==> config.mk <==
export PLATFORM = sky130hd
export DESIGN_NAME = alu_control_unit
export DESIGN_NICKNAME = d
export VERILOG_FILES = /design/src/rtl/alu_control_unit.sv
export SDC_FILE = /design/constraint.sdc
export NUM_CORES = 1
export LEC_CHECK = 0
export CELL_PAD_IN_SITES_DETAIL_PLACEMENT = 0
export CELL_PAD_IN_SITES_GLOBAL_PLACEMENT = 1
export CORE_AREA = 2 2 69 71
export DETAILED_ROUTE_END_ITERATION = 12
export DIE_AREA = 0 0 71 73
export GPL_ROUTABILITY_DRIVEN = 1
export PLACE_DENSITY = 0.79
export SLEW_MARGIN = 15
export SYNTH_ARGS = -nofsm -noshare
export SYNTH_HDL_FRONTEND = slang
export SYNTH_SLANG_ARGS = --single-unit
==> constraint.sdc <==
create_clock -name Clk -period 6.1 [get_ports Clk]
set_input_delay 0.915 -clock Clk [delete_from_list [all_inputs] [get_ports Clk]]
set_output_delay 0.915 -clock Clk [all_outputs]
set_load 0.02 [all_outputs]
==> src/rtl/alu_control_unit.sv <==
// Multi-cycle fetch/decode/execute sequencer driving the 8-bit ALU and register file.
// Optional fetch timeout with sticky FetchFault is enabled by defining INSTR_TIMEOUT_EN.
module alu_control_unit #(
    parameter int PC_WIDTH       = 8,
    parameter int ALUSEL_WIDTH   = 4,
    parameter int TIMEOUT_CYCLES = 16
) (
    input  logic                    Clk,
    input  logic                    Rst,
    input  logic                    Start,
    input  logic [7:0]              InstrData,
    input  logic                    InstrValid,
    input  logic                    CF,
    input  logic                    ZF,
    output logic [PC_WIDTH-1:0]     PC,
    output logic                    InstrReq,
    output logic [ALUSEL_WIDTH-1:0] ALUSel,
    output logic                    WriteCZ,
    output logic [1:0]              RegSrcA,
    output logic [1:0]              RegSrcB,
    output logic                    RegWrite,
    output logic                    Busy,
    output logic                    Halted,
`ifdef INSTR_TIMEOUT_EN
    output logic                    FetchFault,
`endif
    output logic                    IllegalOp
);

    typedef enum logic [2:0] {
        S_IDLE,
        S_FETCH,
        S_DECODE,
        S_EXEC,
        S_HALT
    } state_t;

    if (TIMEOUT_CYCLES < 1) begin : g_bad_timeout
        $error("TIMEOUT_CYCLES must be at least 1");
    end

    state_t              state;
    logic [7:0]          ir;
    logic [3:0]          op;
    logic                is_alu;
    logic                is_ill;
    logic                is_halt;
    logic                taken;
    logic [PC_WIDTH-1:0] pc_inc;
    logic [PC_WIDTH-1:0] pc_br;

`ifdef INSTR_TIMEOUT_EN
    localparam int TW = $clog2(TIMEOUT_CYCLES + 1);
    logic [TW-1:0] tcnt;
`endif

    always_comb begin
        op      = ir[7:4];
        is_alu  = (op <= 4'd9);
        is_ill  = (op == 4'hD) || (op == 4'hE);
        is_halt = (op == 4'hF);
        taken   = ((op == 4'hA) && ZF) || ((op == 4'hB) && CF);
        pc_inc  = PC + PC_WIDTH'(1);
        pc_br   = pc_inc + PC_WIDTH'(ir[3:0]);
    end

    // Outputs are registered: each transition loads the values for the state being entered.
    always_ff @(posedge Clk) begin
        if (Rst) begin
            state     <= S_IDLE;
            PC        <= '0;
            ir        <= '0;
            InstrReq  <= 1'b0;
            ALUSel    <= '0;
            WriteCZ   <= 1'b0;
            RegSrcA   <= 2'd0;
            RegSrcB   <= 2'd0;
            RegWrite  <= 1'b0;
            Busy      <= 1'b0;
            Halted    <= 1'b0;
            IllegalOp <= 1'b0;
`ifdef INSTR_TIMEOUT_EN
            FetchFault <= 1'b0;
            tcnt       <= '0;
`endif
        end else begin
            ALUSel    <= '0;
            WriteCZ   <= 1'b0;
            RegWrite  <= 1'b0;
            IllegalOp <= 1'b0;
            unique case (state)
                S_IDLE, S_HALT: begin
                    if (Start) begin
                        state    <= S_FETCH;
                        PC       <= '0;
                        InstrReq <= 1'b1;
                        Busy     <= 1'b1;
                        Halted   <= 1'b0;
`ifdef INSTR_TIMEOUT_EN
                        FetchFault <= 1'b0;
                        tcnt       <= '0;
`endif
                    end
                end
                S_FETCH: begin
                    if (InstrValid) begin
                        state    <= S_DECODE;
                        ir       <= InstrData;
                        InstrReq <= 1'b0;
                        RegSrcA  <= InstrData[3:2];
                        RegSrcB  <= InstrData[1:0];
                    end
`ifdef INSTR_TIMEOUT_EN
                    else if (tcnt == TW'(TIMEOUT_CYCLES - 1)) begin
                        state      <= S_HALT;
                        InstrReq   <= 1'b0;
                        Busy       <= 1'b0;
                        Halted     <= 1'b1;
                        FetchFault <= 1'b1;
                    end else begin
                        tcnt <= tcnt + TW'(1);
                    end
`endif
                end
                S_DECODE: begin
                    state <= S_EXEC;
                    if (is_alu) begin
                        ALUSel   <= ALUSEL_WIDTH'(op);
                        WriteCZ  <= 1'b1;
                        RegWrite <= 1'b1;
                    end
                    IllegalOp <= is_ill;
                end
                S_EXEC: begin
                    if (is_halt) begin
                        state  <= S_HALT;
                        Busy   <= 1'b0;
                        Halted <= 1'b1;
                    end else begin
                        state    <= S_FETCH;
                        InstrReq <= 1'b1;
                        PC       <= taken ? pc_br : pc_inc;
`ifdef INSTR_TIMEOUT_EN
                        tcnt <= '0;
`endif
                    end
                end
                default: begin
                    state    <= S_IDLE;
                    InstrReq <= 1'b0;
                    Busy     <= 1'b0;
                    Halted   <= 1'b0;
                end
            endcase
        end
    end

endmodule

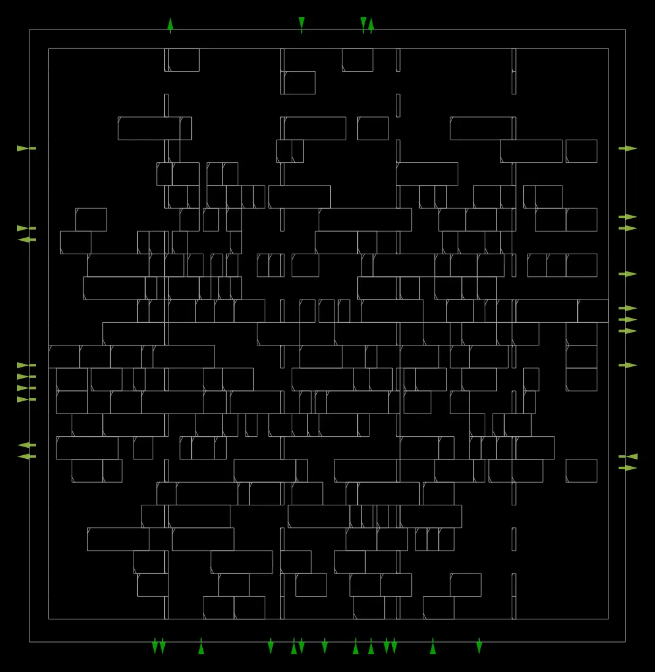
**Above:** run 1 (placed standard cells).
flip-flops: 28
flop share of the area: 28.75%
Tap Cells: 54
filler cell count: 456

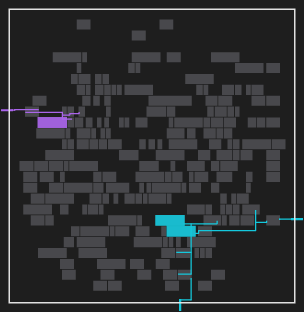
**Above:** run 1 (nets reached from selected ports).
Scale: 4 px per um.
Cyan shows RegSrcA, bits 2, direction output, end cells 2, buffers 2, wire 64.0 um. Purple shows Halted, bits 1, direction output, end cells 1, buffers 1, wire 24.9 um.
Port-buffer cells: 35
Ports: 36

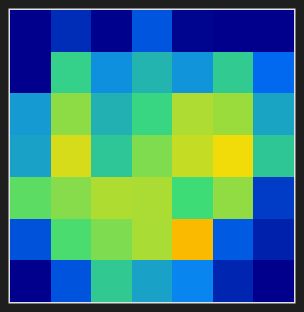
**Above:** run 1 (placement density heat map).
Scale: 4 px per um. The die is cut into 7 by 7 equal tiles; dark blue is low, red is high, 0 to 100% covered.
16% of the tiles are nearly empty. The fullest tile reaches 79%. 2.0% of the tiles are over 75% full. The mean over all tiles is 36%.
Util after Layout: 42.98%
Initial Util: 33.54%
Core Area: 4536 um^2

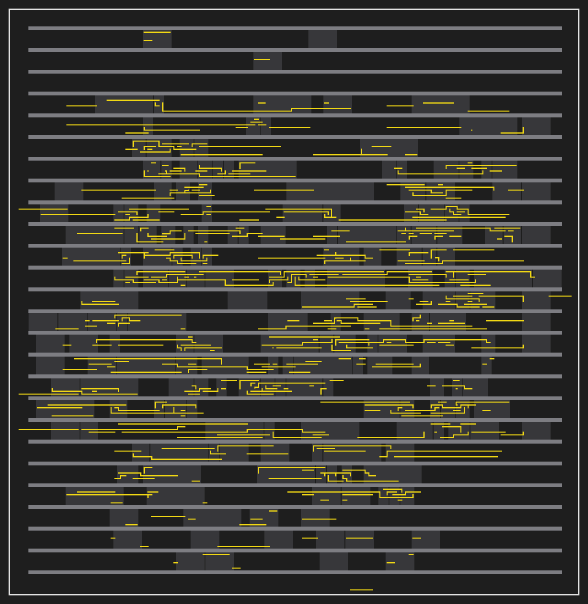
**Above:** run 1 (signal wires on met1).
Scale: 8 px per um. Supply wires on this layer in gray. Cells faint in the background.
The wires run mostly horizontal. 204 nets have wire on it. The layer holds 52% of the routed length. The longest straight run is 23.5 um. The layer carries 1610 um of wire.
final wirelength: 3.114 mm
vias post-DR: 1224
GR Util met1: 17.68%

==> run 1: layout make-up <==
type                       count  area (um^2)
multi-input combinational    133        869.6
fill                         456         2586
inverter                       8        30.03
sequential                    28        560.5
clock buffer                   3        41.29
clock inverter                 1        30.03
timing repair buffer          35        350.3
tap                           54        67.56
==> run 1: worst max-delay path, stage by stage <==
cell and delay (ns):
clkdlybuf4s50_1 0.47, nor2b_1 0.20, nor2b_1 0.77, mux2i_1 0.29, nor2_1 0.05
==> run 1: logic make-up after synthesis <==
group / Yosys count / share of synthesized area, %
muxes: 10 / 6.579
AOI/OAI and AO/OA: 32 / 13.32
xor gates and xnor gates: 13 / 7.484
buffers and inverters: 19 / 6.003
and+or+nand+nor: 72 / 24.34
adders and majority gates: 6 / 5.428
DFF: 28 / 36.84
==> run 1: placed cells by master, fill, tap and decap left out, drive strengths merged, types with 6 or more instances in the layout <==
cell           count
a21oi             12
clkdlybuf4s50     35
dfxtp             28
inv                8
mux2i             10
nand2             14
nor2              25
nor3               7
o21ai             11
xnor2              6
xor2               7
==> run 1: metal layers <==
metal | track usage, % | up-vias
li1 | - | 655
met1 | 17.68 | 546
met2 | 19.83 | 21
met3 | 3.039 | 2
met4 | 3.774 | 0
met5 | 0 | -
==> run 1: worst min-delay path by stage <==
stage / endpoint / cells after the start
4_1_cts: PC[7] / 2
6_report: PC[7] / 2
5_1_grt: PC[7] / 2
3_3_place_gp: PC[7] / 2
3_5_place_dp: PC[7] / 2
2_1_floorplan: RegSrcB[0] / 2
==> run 1: state kept, by name, indices dropped and copies added (netlist names) <==
name	count
IllegalOp	1
ir	6
state	3
InstrReq	1
RegSrcA	1
PC	8
Halted	1
RegWrite	1
RegSrcB	1
ALUSel	4
Busy	1
==> flow_metrics.tcl, run 1 <==
# metrics dict for downstream scripts
set metrics [dict create \
    place_congestion 0.7390 \
    setup.worst_path.start "InstrValid" \
    route.layer.met1.wl_mm 1.613 \
    crit_arrival_ns 2.70 \
    diodes 0 \
    avgSynthCellArea_um2 8.453 \
    synth_flop_count 28 \
    cts_tree "yes" \
    clockBufferDepth 2 \
    synth_top_flop_cell "dfxtp_1" \
    powerClk_mw 0.147 \
    r2r_cells 9 \
    async_reset_ff_share_pct 0 \
    path_clk_slew_ns 0.10 \
    cts_inserted_buffers 3 \
    viasPerCell 4.672 \
    cts-hold-fix-buffers 0 \
    hold_path_startpoint "PC[7]" \
    outcome "complete, no violations" \
    yosys_area_um2 1521 \
    ys_cells 180 \
    highest_layer "met4" \
    seq_power_share_pct 49.1 \
    warnings 26 \
]
--- run 2 (diff from run 1) ---
- CORE_AREA: 2 2 69 71 -> 2 2 71 73
- DIE_AREA: 0 0 71 73 -> 0 0 73 75
- PLACE_DENSITY: 0.79 -> 0.78
- clock period: 6.1 -> 2.3 ns (I/O delays scaled with it)
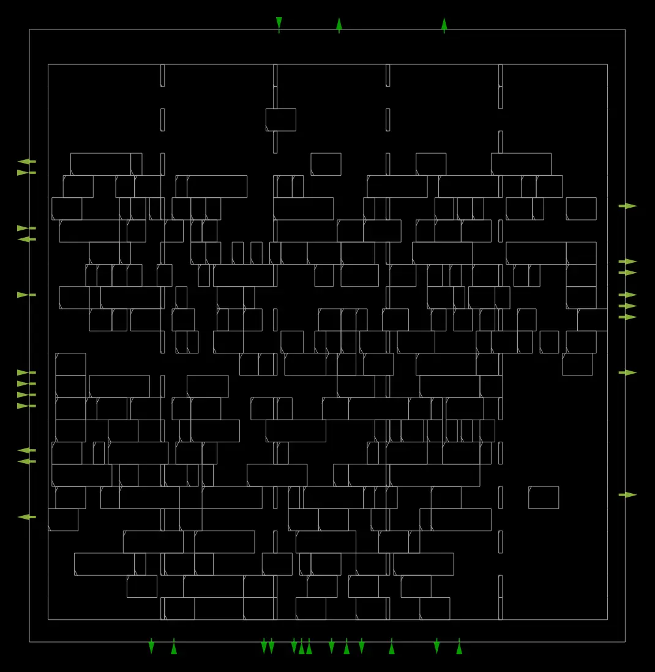
**Above:** run 2 (placed standard cells).
flop share of the area: 28.21%
filler cell count: 484
Non-Filler Instances: 267

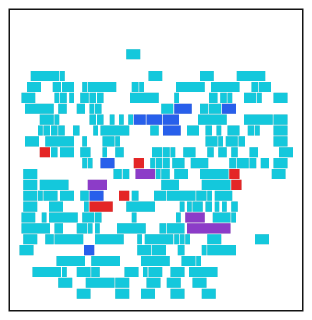
**Above:** run 2 (cell sizes after repair).
Scale: 4 px per um.
Blue shows _2 cells, cells 9, share 4.2%. Purple shows _6 and larger, cells 4, share 1.9%. Cyan shows _0 and _1 cells, cells 194, share 91%. Red shows _3 and _4 cells, cells 6, share 2.8%.
final worst-path setup slack: 0.2458 ns
Repair and plain buffers: 40

==> run 2 against run 1 <==
  * Total power went up to 2.7 times the previous value
  * Clock power increased to 2.7 times the previous value
  * Register-to-register slack got worse by 3.5 ns
  * Routed wire length rose by 4.6%
  * Global-route usage rose by 0.13 points
  * Synthesized area unchanged
  * Clock skew grew 0.0091 ns
  * Cell count is 1.9% higher
  * Non-clock buffer count is 5 higher
  * Synthesized cell count is the same
  * Die area increased by 5.6%
  * Hold slack got worse by 0.0029 ns
  * Largest power group unchanged
  * Highest routed layer unchanged
==> flow_metrics.tcl, run 2 <==
# metrics dict for downstream scripts
set metrics [dict create \
    crit_family "adder cells" \
    path_clk_slew_ns 0.09 \
    highest_layer "met4" \
    setup.worst_path.start "PC[0]" \
    fin_util_pct 42.63 \
    fp.coreArea_um2 4661 \
    clockBufferDepth 2 \
    cp_slowest_cell "dfxtp_1" \
    largest_registers "PC (8), ir (6), ALUSel (4)" \
    cts_tree "yes" \
    diodes 0 \
    worstHoldEndpoint "PC[7]" \
    use_met3_pct 3.213 \
    grt_use_met1_pct 17.90 \
    route.layer.met1.wl_mm 1.639 \
    cts-hold-fix-buffers 0 \
    powerClk_mw 0.394 \
    grt_busiest_layer "met2" \
    io_buffers 35 \
    place_congestion 0.7454 \
    vias 1278 \
    regMostFlops "PC" \
    edf_count 0 \
    synth_flop_count 28 \
    crit_arrival_ns 2.22 \
    avgSynthCellArea_um2 8.453 \
    io_pins 36 \
    warnings 26 \
    path_buffers 0 \
    viasPerCell 4.787 \
    critical_path.most_common_cell "ha_1" \
    seq_power_share_pct 48.5 \
    synth_top_flop_cell "dfxtp_1" \
    totalWireLength_mm 3.256 \
    cts_inserted_buffers 3 \
    cts.repair.resized 0 \
    r2r_cells 9 \
    ys_cells 180 \
    floorplan.core_util_pct 32.64 \
    critPathCaptureType "register" \
    outcome "complete, no violations" \
    hold_depth 2 \
    hold_path_startpoint "PC[7]" \
    largest_reg_flops 8 \
]
run 2: stage by stage:
stage                     total power [mW]  instance area (um^2)  hold slack (ns)  instances
after floorplan                     0.6392                  1521           0.4836        180
after global routing                 1.141                  1987           0.5226        267
after CTS                            1.098                  1987           0.4875        267
after detailed placement            0.7030                  1916           0.4740        263
after global placement              0.7037                  1916           0.4616        263
final                                1.085                  1987           0.4781        267
run 2: worst register-to-register path, cell delays in order (launching register included):
cell and delay [ns]:
dfxtp_1 0.34, ha_1 0.23, xor2_1 0.21, ha_1 0.30, nor2b_1 0.14, o21ai_0 0.31
a21boi_2 0.11, xnor2_1 0.14, a22oi_2 0.12, nor2_1 0.05
run 2: how the worst max path moves through the flow:
| stage | to | slack (ns) | cells past startpoint |
|---|---|---|---|
| 2_1_floorplan | PC[4] | 0.15 | 9 |
| 3_3_place_gp | PC[4] | 0.30 | 9 |
| 3_5_place_dp | PC[4] | 0.26 | 9 |
| 4_1_cts | PC[4] | 0.25 | 9 |
| 5_1_grt | PC[4] | 0.03 | 9 |
| 6_report | PC[4] | 0.25 | 9 |
run 2: layout make-up:
cell class / count / area [um^2]
sequential: 28 / 560.5
multi-input combinational: 133 / 869.6
tap: 54 / 67.56
inverter: 8 / 30.03
fill: 484 / 2674
timing repair buffer: 40 / 387.9
clock buffer: 3 / 41.29
clock inverter: 1 / 30.03
run 2: cell families (layout without fill, tap and decap cells):
| kind of cell | Yosys count | after routing | synth area share [%] |
|---|---|---|---|
| AOI/OAI and AO/OA | 32 | 32 | 13.32 |
| buffers and inverters | 19 | 52 | 6.003 |
| xor gates and xnor gates | 13 | 13 | 7.484 |
| adders and majority gates | 6 | 6 | 5.428 |
| muxes | 10 | 10 | 6.579 |
| DFF | 28 | 28 | 36.84 |
| and+or+nand+nor | 72 | 72 | 24.34 |
Power figures rest on the tool's default switching activity, not on a simulated workload.
